### src/rtl/qsys_nios2_oci_dct_packer_pkg.sv
// Shared constants and frame type for the DCT trace packer.
// Latency/backpressure: n/a (types only).
// Frame = packed symbol buffer plus symbol count.
package qsys_nios2_oci_dct_pkg;

    localparam int SYM_W = 2;
    localparam int DEPTH = 15;
    localparam int BUF_W = SYM_W * DEPTH;
    localparam int CNT_W = 4;

    localparam logic [CNT_W-1:0] DEPTH_CNT = CNT_W'(DEPTH);

    typedef struct packed {
        logic [BUF_W-1:0] buffer;
        logic [CNT_W-1:0] count;
    } dct_frame_t;

endpackage

### src/rtl/qsys_nios2_oci_dct_packer_outreg.sv
// One-entry valid/ready holding register for completed DCT frames.
// Latency: frame visible the cycle after load.
// Backpressure: contents hold while frame_valid & ~frame_ready; out_free tells the loader when it may load.
module qsys_nios2_oci_dct_outreg
    import qsys_nios2_oci_dct_pkg::*;
(
    input  logic       clk,
    input  logic       reset,
    input  logic       load,
    input  dct_frame_t frame_in,
    output logic       out_free,
    output logic       frame_valid,
    input  logic       frame_ready,
    output dct_frame_t frame_out
);

    // Loading in the same cycle the sink takes the old frame gives back-to-back frames.
    assign out_free = ~frame_valid | frame_ready;

    always_ff @(posedge clk) begin
        if (reset) begin
            frame_valid <= 1'b0;
            frame_out   <= '0;
        end else if (load) begin
            frame_valid <= 1'b1;
            frame_out   <= frame_in;
        end else if (frame_valid && frame_ready) begin
            frame_valid <= 1'b0;
        end
    end

endmodule

### src/rtl/qsys_nios2_oci_dct_packer.sv
// Packs 2-bit trace symbols into 30-bit DCT frames with flush and end-of-test drain.
// Latency: frame_valid rises the edge the completing symbol is accepted (slot free).
// Backpressure: sym_ready drops when the accumulator is full and the output slot is busy.
module qsys_nios2_oci_dct_packer
    import qsys_nios2_oci_dct_pkg::*;
(
    input  logic             clk,
    input  logic             reset,
    input  logic             sym_valid,
    input  logic [SYM_W-1:0] sym_data,
    output logic             sym_ready,
    input  logic             flush,
    input  logic             test_ending,
    output logic             frame_valid,
    input  logic             frame_ready,
    output logic [BUF_W-1:0] dct_buffer,
    output logic [CNT_W-1:0] dct_count,
    output logic             test_has_ended
);

    logic [BUF_W-1:0] acc;
    logic [CNT_W-1:0] acc_cnt;
    logic             flush_pend;

    logic             accept;
    logic [BUF_W-1:0] acc_n;
    logic [CNT_W-1:0] cnt_n;
    logic             pend_n;
    logic             out_free;
    logic             xfer;
    dct_frame_t       frame_in;
    dct_frame_t       frame_out;

    assign sym_ready = (acc_cnt < DEPTH_CNT) & ~reset;
    assign accept    = sym_valid & sym_ready;

    // The symbol accepted this cycle is folded in before the transfer decision,
    // so a completing or flushed-alongside symbol lands in the outgoing frame.
    assign acc_n  = accept ? {acc[BUF_W-SYM_W-1:0], sym_data} : acc;
    assign cnt_n  = acc_cnt + {{(CNT_W-1){1'b0}}, accept};
    assign pend_n = flush_pend | flush | test_ending;

    assign xfer = out_free & ((cnt_n == DEPTH_CNT) | (pend_n & (cnt_n != '0)));

    assign frame_in.buffer = acc_n;
    assign frame_in.count  = cnt_n;

    always_ff @(posedge clk) begin
        if (reset) begin
            acc        <= '0;
            acc_cnt    <= '0;
            flush_pend <= 1'b0;
        end else if (xfer) begin
            acc        <= '0;
            acc_cnt    <= '0;
            flush_pend <= 1'b0;
        end else begin
            acc        <= acc_n;
            acc_cnt    <= cnt_n;
            // A flush with nothing buffered is dropped: empty frames are never sent.
            flush_pend <= pend_n & (cnt_n != '0);
        end
    end

    always_ff @(posedge clk) begin
        if (reset) begin
            test_has_ended <= 1'b0;
        end else if (test_ending && (acc_cnt == '0) && !accept && !frame_valid) begin
            test_has_ended <= 1'b1;
        end
    end

    qsys_nios2_oci_dct_outreg u_outreg (
        .clk         (clk),
        .reset       (reset),
        .load        (xfer),
        .frame_in    (frame_in),
        .out_free    (out_free),
        .frame_valid (frame_valid),
        .frame_ready (frame_ready),
        .frame_out   (frame_out)
    );

    assign dct_buffer = frame_out.buffer;
    assign dct_count  = frame_out.count;

endmodule
### config.mk
export PLATFORM = sky130hd
export DESIGN_NAME = qsys_nios2_oci_dct_packer
export DESIGN_NICKNAME = d
export VERILOG_FILES = /design/src/rtl/qsys_nios2_oci_dct_packer_pkg.sv /design/src/rtl/qsys_nios2_oci_dct_packer_outreg.sv /design/src/rtl/qsys_nios2_oci_dct_packer.sv
export SDC_FILE = /design/constraint.sdc
export NUM_CORES = 1
export LEC_CHECK = 0
export CAP_MARGIN = 0
export CORE_MARGIN = 2
export CORE_UTILIZATION = 54
export DETAILED_ROUTE_END_ITERATION = 10
export PLACE_DENSITY = 0.78
export SLEW_MARGIN = 20
export SYNTH_ARGS = -nofsm -noshare
export SYNTH_HDL_FRONTEND = slang
export SYNTH_SLANG_ARGS = --single-unit
### constraint.sdc
create_clock -name clk -period 3.5 [get_ports clk]
set_input_delay 0.525 -clock clk [delete_from_list [all_inputs] [get_ports clk]]
set_output_delay 0.525 -clock clk [all_outputs]
set_load 0.03 [all_outputs]
### Signal wires on met1, run 1

The bar under the picture is 20 µm long.
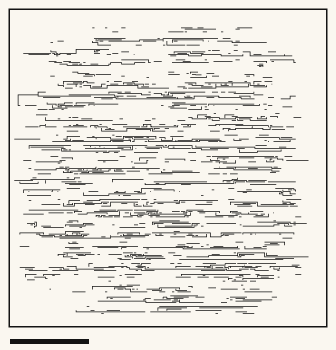
The longest straight run is 26.2 µm. The layer carries 2960 µm of wire. The layer holds 47% of the routed length. 338 nets have wire on it.
count of vias placed by the detailed router: 2411
routing usage on met1: 25.7%
overall routed net length: 6260 µm

### Metal 2, run 1

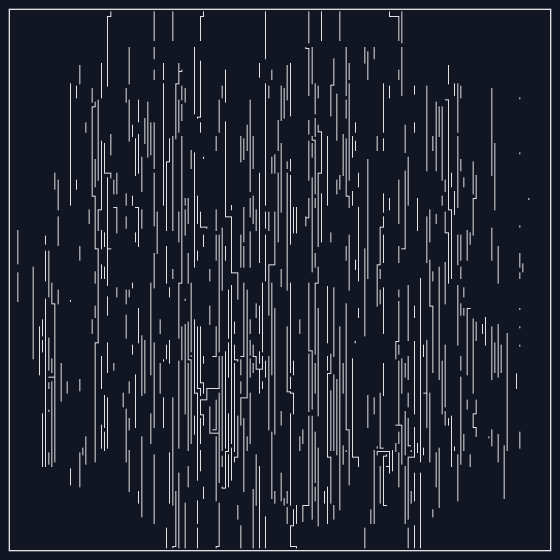
337 nets have wire on it. The layer holds 48% of the routed length. The layer carries 3010 µm of wire. The longest straight run is 27.2 µm. The wires run mostly vertical.
global-route met2 utilization: 34.5%

==> out/results.md, run 1 <==
| Group | Item | This run |
|---|---|---|
| power and ir drop | Peak supply drop | 0.332 mV |
| detailed routing | DRT Pass-1 Iters | 4 |
| finish | Share of the core filled with cells | 68.7% |
| place | Placed Instances | 416 |
| sta | Worst slew margin | 56.8% |
| worst setup path | R2R depth | 9 |
| sta | Final sum of negative setup slack | 0 ps |
| run | Number of warnings in the stage logs | 26 |
| place | Input/output buffers | 44 |
| floorplan | Die width | 80.2 µm |
| yosys | Number of synthesized register bits | 71 |
| status | Outcome | complete, no violations |
| worst setup path | Critical path buffers and inverters | 3 |
| detailed routing | WL/cell | 14.6 µm |
| cts | CTS Buffer Depth | 2 |
| yosys | AND-OR/OR-AND share of the synthesized area | 25.5% |
| floorplan | Count of standard-cell rows | 27 |
| worst setup path | Slowest cell on the critical path | sky130_fd_sc_hd__clkdlybuf4s50_1 |
| cts | Clock edge transition at the registers on the reported setup and hold paths | 60 ps |
| yosys | EDFF count, synth | 0 |
| min path | Path type of the worst min-delay path | reg2reg |
| worst setup path | Critical path required time | 2970 ps |
| yosys | Avg Synthesized Cell Area | 9.95 µm² |
### Metal 3, run 1

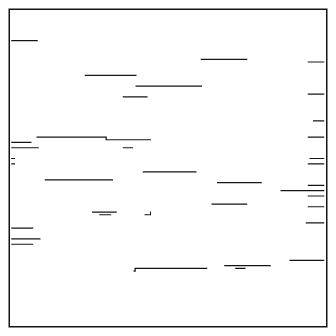
The longest straight run is 18.2 µm. 28 nets have wire on it. The layer holds 4.3% of the routed length.
M3 GR Usage: 6.40%

run 1: registers in the layout (all words and copies together), names as in the netlist:
name and cells:
u_outreg.frame_out 34, acc 30, acc_cnt 4, flush_pend 1
test_has_ended 1, u_outreg.frame_valid 1
run 1: worst paths after layout:
check | to | slack, ps
hold / removal | u_outreg.frame_out[23] | 460
setup / recovery | sym_ready | 620
hold reg to reg | u_outreg.frame_out[23] | 460
setup reg to reg | u_outreg.frame_out[3] | 750
run 1: final cells by class:
cell class,instances,area (µm²)
repair buffers,56,531
inverters,2,7.51
flip-flops and latches,71,1420
well taps,72,90.1
multi-input cells,215,1580
clock buffers,14,183
fillers,443,1730
run 1: where the power goes:
| part | internal [µW] | total (µW) | switching (µW) |
|---|---|---|---|
| sequential | 822 | 831 | 9.17 |
| clock | 328 | 596 | 268 |
| combinational | 92.0 | 220 | 128 |
run 1: Yosys cell counts (all sizes together), types with 2 or more instances:
| master | instances | share of area (%) |
|---|---|---|
| o21ai | 27 | 4.3 |
| a31oi | 6 | 1.4 |
| and3 | 29 | 5.8 |
| nand2 | 29 | 3.5 |
| dfxtp | 71 | 45 |
| a21boi | 27 | 6.5 |
| ha | 2 | 0.80 |
| o31ai | 3 | 1.2 |
| nor3 | 4 | 0.80 |
| nor2b | 2 | 0.40 |
| mux2i | 30 | 9.6 |
| nand4 | 2 | 0.40 |
| buf | 8 | 2.4 |
| o21ba | 27 | 8.6 |
| clkbuf | 19 | 2.3 |
| nor2 | 8 | 0.96 |
| a21oi | 3 | 0.48 |
| a211oi | 4 | 0.96 |
| inv | 2 | 0.24 |
run 1: logic make-up (layout without fill, tap and decap cells):
family	count (synthesis)	in the layout
AOI/OAI and AO/OA	102	102
xor gates and xnor gates	1	1
adders and majority gates	2	2
buffers and inverters	29	72
DFF	71	71
muxes	31	31
and+or+nand+nor	79	79
--- run 2 (diff from run 1) ---
- clock period: 3.5 -> 2.95 ns (I/O delays scaled with it)
### Signal wires on met1, run 2

The bar under the picture is 20 µm long.
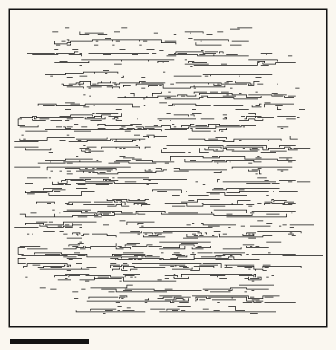
count of vias placed by the detailed router: 2387
overall routed net length: 6140 µm
routing usage on met1: 28.0%

==> run 2 against run 1 <==
  * Synthesized area is the same
  * Sequential cell count unchanged
  * First-iteration DRC count is 26% lower
  * Clock skew hardly changed
  * Register-to-register slack got worse by 460 ps
  * Utilization grew 2.5 points
  * Wire length decreased by 1.9%
  * Cell count grew 1.4%
  * Setup slack got worse by 380 ps
  * Synthesized cell count did not move
  * Non-clock buffer count is 4 higher
  * Cell area increased by 3.7%
  * Critical endpoint is now u_outreg.frame_out[32]
  * Largest power group unchanged
==> out/results.md, run 2 <==
| Group | Item | This run | Change |
|---|---|---|---|
| status | Outcome | complete, no violations |  |
| finish | Largest register by flop count | u_outreg.frame_out |  |
| detailed routing | Total DRC errors in the routed layout | 0 |  |
| place | Input/output buffers | 44 | unchanged |
| worst setup path | End of the worst register-to-register path | u_outreg.frame_out[32] |  |
| worst setup path | R2R depth | 10 | +1 |
| yosys | Yosys top cell area share | 45.4% | unchanged |
| power and ir drop | Peak supply drop | 0.410 mV | +24% |
| worst setup path | Critical path required time | 3190 ps | +220 ps |
| yosys | Top post-synthesis cells by area | sky130_fd_sc_hd__dfxtp_1 45%, sky130_fd_sc_hd__mux2i_1 9.6%, sky130_fd_sc_hd__o21ba_1 8.6%, sky130_fd_sc_hd__a21boi_0 6.5%, sky130_fd_sc_hd__and3_1 5.8% |  |
| min path | Path type of the worst min-delay path | reg2reg |  |
| yosys | EDFF count, synth | 0 | unchanged |
| finish | Share of layout cells above drive strength 1 | 11.0% |  |
| cts | Cts bufs inserted | 9 |  |
| cts | Clock edge transition at the registers on the reported setup and hold paths | 70 ps | about the same |
| yosys | Number of synthesized register bits | 71 | unchanged |
| yosys | Avg Synthesized Cell Area | 9.95 µm² | unchanged |
| finish | Flip-flop count of the largest register, all copies and words added | 34 | unchanged |
| finish | Area used by multi-input combinational logic | 0.00158 mm² | unchanged |
| worst setup path | Last element of the critical path | u_outreg.frame_out[32] |  |
| global routing | M3 GR Usage | 3.60% | -2.8 points |
| finish | FF/Latch Area | 0.00142 mm² | unchanged |
| cts | CTS Buffer Depth | 2 | unchanged |
| yosys | Leading post-synthesis cells by instance count | 71 x sky130_fd_sc_hd__dfxtp_1, 30 x sky130_fd_sc_hd__mux2i_1, 29 x sky130_fd_sc_hd__and3_1, 29 x sky130_fd_sc_hd__nand2_1 |  |
| worst setup path | Slowest cell on the critical path | sky130_fd_sc_hd__clkdlybuf4s50_1 |  |
| global routing | Global-route met2 utilization | 31.8% | -2.7 points |
| floorplan | Count of standard-cell rows | 27 | unchanged |
| cts | Cell at the root of the clock tree | sky130_fd_sc_hd__clkbuf_8 |  |
| worst setup path | Critical path buffers and inverters | 3 | unchanged |
| sta | Number of endpoints with negative hold slack in the final report | 0 |  |
| worst setup path | Worst setup slack for register-to-register paths | 290 ps | -460 ps |
| finish | Area growth syn-to-layout | 26.0% |  |
| run | Number of warnings in the stage logs | 26 | unchanged |
| yosys | Count leader, synth | sky130_fd_sc_hd__dfxtp_1 |  |
| worst setup path | Largest incremental delay on the critical path | 520 ps |  |
| floorplan | Area enclosed by the die boundary | 0.00643 mm² |  |
| yosys | Post-synth top area cell | sky130_fd_sc_hd__dfxtp_1 |  |
| sta | Fmax | 0.369 GHz |  |
[run 2: cell counts after synthesis]
Identical to the previous run, type by type.
[run 2: report_power, final]
part	internal [µW]	switching [µW]	total [µW]
logic	132	157	289
clock network	581	354	935
registers	974	11.1	985
total	1690	521	2210
[run 2: worst min path at each step]
stage | startpoint | to | slack [ps] | depth (start not counted)
floorplan | acc[29] | acc[29] | 460 | 2
global placement | u_outreg.frame_out[30] | u_outreg.frame_out[30] | 440 | 2
detailed placement | u_outreg.frame_out[26] | u_outreg.frame_out[26] | 450 | 2
CTS | u_outreg.frame_out[29] | u_outreg.frame_out[29] | 460 | 2
global route | u_outreg.frame_out[26] | u_outreg.frame_out[26] | 480 | 2
finish | u_outreg.frame_out[5] | u_outreg.frame_out[5] | 460 | 2
[run 2: area by class of cell]
type / count / area share [%]
Tap cell: 72 / 2.28
Clock inverter: 6 / 2.72
Sequential cell: 71 / 36.0
Multi-Input combinational cell: 215 / 39.9
Timing Repair Buffer: 60 / 15.4
Inverter: 2 / 0.190
Clock buffer: 10 / 3.49
[run 2: cell families after synthesis]
| group | count (synthesis) | synth area share (%) |
|---|---|---|
| buffers and inverters | 29 | 4.91 |
| adders and majority gates | 2 | 0.799 |
| xor gates and xnor gates | 1 | 0.280 |
| muxes | 31 | 10.1 |
| DFF | 71 | 45.4 |
| AOI/OAI and AO/OA | 102 | 25.5 |
| and+or+nand+nor | 79 | 13.1 |
[run 2: per-stage QoR]
stage,utilization [%],cell area (µm²),hold slack (ps),total power (µW),setup TNS (ps)
2_1_floorplan,-,3130,461,1200,0
3_3_place_gp,66.8,3700,443,1290,-227
3_5_place_dp,66.8,3700,452,1290,-2980
4_1_cts,71.3,3950,462,2220,0
5_1_grt,71.3,3950,478,2290,0
6_report,71.3,3950,459,2210,0
--- run 3 (diff from run 2) ---
--- a/constraint.sdc
+++ b/constraint.sdc
@@ -3,2 +3,2 @@
 set_output_delay 0.4425 -clock clk [all_outputs]
-set_load 0.03 [all_outputs]
+set_load 0.1 [all_outputs]
### Signal wires on met1, run 3

The bar under the picture is 20 µm long.
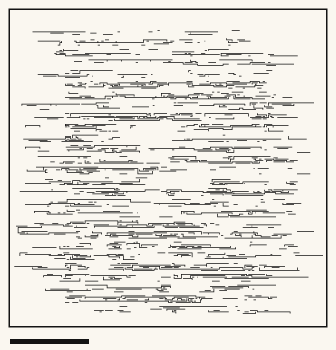
The layer carries 3020 µm of wire. The longest straight run is 22.5 µm. 338 nets have wire on it.
count of vias placed by the detailed router: 2415
routing usage on met1: 27.5%
overall routed net length: 6240 µm

==> run 3 against run 2 <==
  * Non-clock buffer count unchanged
  * Via count increased by 1.2%
  * First-iteration DRC count increased by 15%
  * Sequential share of layout area increased by 1.6 points
  * Setup slack improved by 9.8 ps
  * Sequential power about the same
  * Critical path type unchanged
  * Critical path depth unchanged
  * Largest power group unchanged
  * Clock power decreased by about 30%
  * Total power decreased by 9.8%
  * Highest routed layer unchanged
  * Sequential cell count unchanged
==> out/results.md, run 3 <==
| Group | Item | This run | Change |
|---|---|---|---|
| yosys | Share of synthesized area spent on multiplexers | 10.1% | unchanged |
| min path | Hold wc startpoint | u_outreg.frame_out[10] |  |
| finish | Final instance area | 0.00378 mm² | -4.2% |
| worst setup path | Critical path buffers and inverters | 3 | unchanged |
| yosys | EDFF count, synth | 0 | unchanged |
| power and ir drop | Overall power after layout | 1990 µW | -9.8% |
| finish | Area used by multi-input combinational logic | 0.00158 mm² | unchanged |
| cts | # hold bufs at CTS | 0 |  |
| floorplan | CORE AREA | 0.00554 mm² |  |
| yosys | Number of synthesized register bits | 71 | unchanged |
| yosys | Count leader, synth | sky130_fd_sc_hd__dfxtp_1 |  |
| yosys | Top post-synthesis cells by area | sky130_fd_sc_hd__dfxtp_1 45%, sky130_fd_sc_hd__mux2i_1 9.6%, sky130_fd_sc_hd__o21ba_1 8.6%, sky130_fd_sc_hd__a21boi_0 6.5%, sky130_fd_sc_hd__and3_1 5.8% |  |
| status | Outcome | complete, no violations |  |
| worst setup path | Last element of the critical path | acc[4] |  |
| finish | Largest register by flop count | u_outreg.frame_out |  |
| run | Number of warnings in the stage logs | 26 | unchanged |
| finish | Share of the core filled with cells | 68.3% | -3.0 points |
| worst setup path | Slowest cell on the critical path | sky130_fd_sc_hd__clkdlybuf4s50_1 |  |
| sta | Number of endpoints with negative hold slack in the final report | 0 | unchanged |
| finish | Share of layout cells above drive strength 1 | 19.6% | +8.6 points |
| place | Placed Instance Area | 0.00363 mm² | -2.1% |
| cts | Cts bufs inserted | 9 | unchanged |
| cts | Clock edge transition at the registers on the reported setup and hold paths | 60 ps | about the same |
| sta | Fmax | 0.370 GHz | +0.36% |
| power and ir drop | Peak supply drop | 0.341 mV | -17% |
| cts | Cell at the root of the clock tree | sky130_fd_sc_hd__clkbuf_8 |  |
| finish | FF/Latch Area | 0.00142 mm² | unchanged |
| yosys | Post-synth top area cell | sky130_fd_sc_hd__dfxtp_1 |  |
| place | Input/output buffers | 44 | unchanged |
| yosys | Avg Synthesized Cell Area | 9.95 µm² | unchanged |
| min path | Path type of the worst min-delay path | reg2reg |  |
| detailed routing | Total DRC errors in the routed layout | 0 | unchanged |
| yosys | Main logic family after synthesis | AND-OR/OR-AND gates |  |
| floorplan | Area enclosed by the die boundary | 0.00643 mm² | unchanged |
| min path | Capture endpoint of the worst hold path | u_outreg.frame_out[10] |  |
| yosys | Post-synthesis xor/xnor area fraction | 0.280% | unchanged |
| yosys | Number of warning messages in the yosys log | 0 |  |
| yosys | Leading post-synthesis cells by instance count | 71 x sky130_fd_sc_hd__dfxtp_1, 30 x sky130_fd_sc_hd__mux2i_1, 29 x sky130_fd_sc_hd__and3_1, 29 x sky130_fd_sc_hd__nand2_1 |  |
| yosys | Adder and majority cell fraction of the synthesized area | 0.799% | unchanged |
| cts | Clock tree from TritonCTS | yes |  |
| worst setup path | R2R depth | 10 | unchanged |
| cts | CTS Buffer Depth | 2 | unchanged |
| finish | Flip-flop count of the largest register, all copies and words added | 34 | unchanged |
| yosys | AND-OR/OR-AND share of the synthesized area | 25.5% | unchanged |
[run 3: worst register-to-register path: stages, from the launching register on]
cell and delay (ps):
sky130_fd_sc_hd__dfxtp_1 480, sky130_fd_sc_hd__a41oi_4 150, sky130_fd_sc_hd__nand2_1 110, sky130_fd_sc_hd__inv_1 50, sky130_fd_sc_hd__ha_1 200, sky130_fd_sc_hd__ha_1 200, sky130_fd_sc_hd__xnor2_1 230, sky130_fd_sc_hd__o41a_1 510
sky130_fd_sc_hd__o31ai_4 240, sky130_fd_sc_hd__buf_12 200, sky130_fd_sc_hd__o21ba_1 170
[run 3: kinds of logic (layout without fill, tap and decap cells)]
family,Yosys count,count (layout)
AND-OR/OR-AND,102,102
flip-flops,71,71
multiplexers,31,31
AND/OR/NAND/NOR,79,79
XOR/XNOR,1,1
adder cells (fa/ha/maj),2,2
buffers and inverters,29,77
[run 3: metrics by stage]
stage	setup slack, ps	TNS, ps	std cells
after global placement	-23.8	-256	420
after CTS	290	0	435
final	251	0	435
after global routing	83.9	0	435
after detailed placement	-64.6	-1640	420
after floorplan	81.8	0	315
[run 3: power breakdown]
part	leakage (µW)	total, µW	internal (µW)	switching (µW)
clock	0.0000805	651	324	327
combinational	0.00131	356	129	227
sequential	0.000573	986	975	11.4
total	0.00196	1990	1430	565
[run 3: routing by layer]
layer / part of all wire, % / vias up / global-route usage, %
li1: - / 1227 / -
met1: 48 / 1134 / 27.5
met2: 46 / 45 / 32.2
met3: 4.2 / 9 / 4.27
met4: 1.5 / 0 / 10.0
met5: 0 / - / 0
[run 3: final cells by class]
cell class              count  area share [%]
clock buffers              14            4.03
repair buffers             60            14.0
flip-flops and latches     71            37.6
clock inverters             1           0.132
inverters                   2           0.198
well taps                  72            2.38
multi-input cells         215            41.7
Power figures rest on the tool's default switching activity, not on a simulated workload.
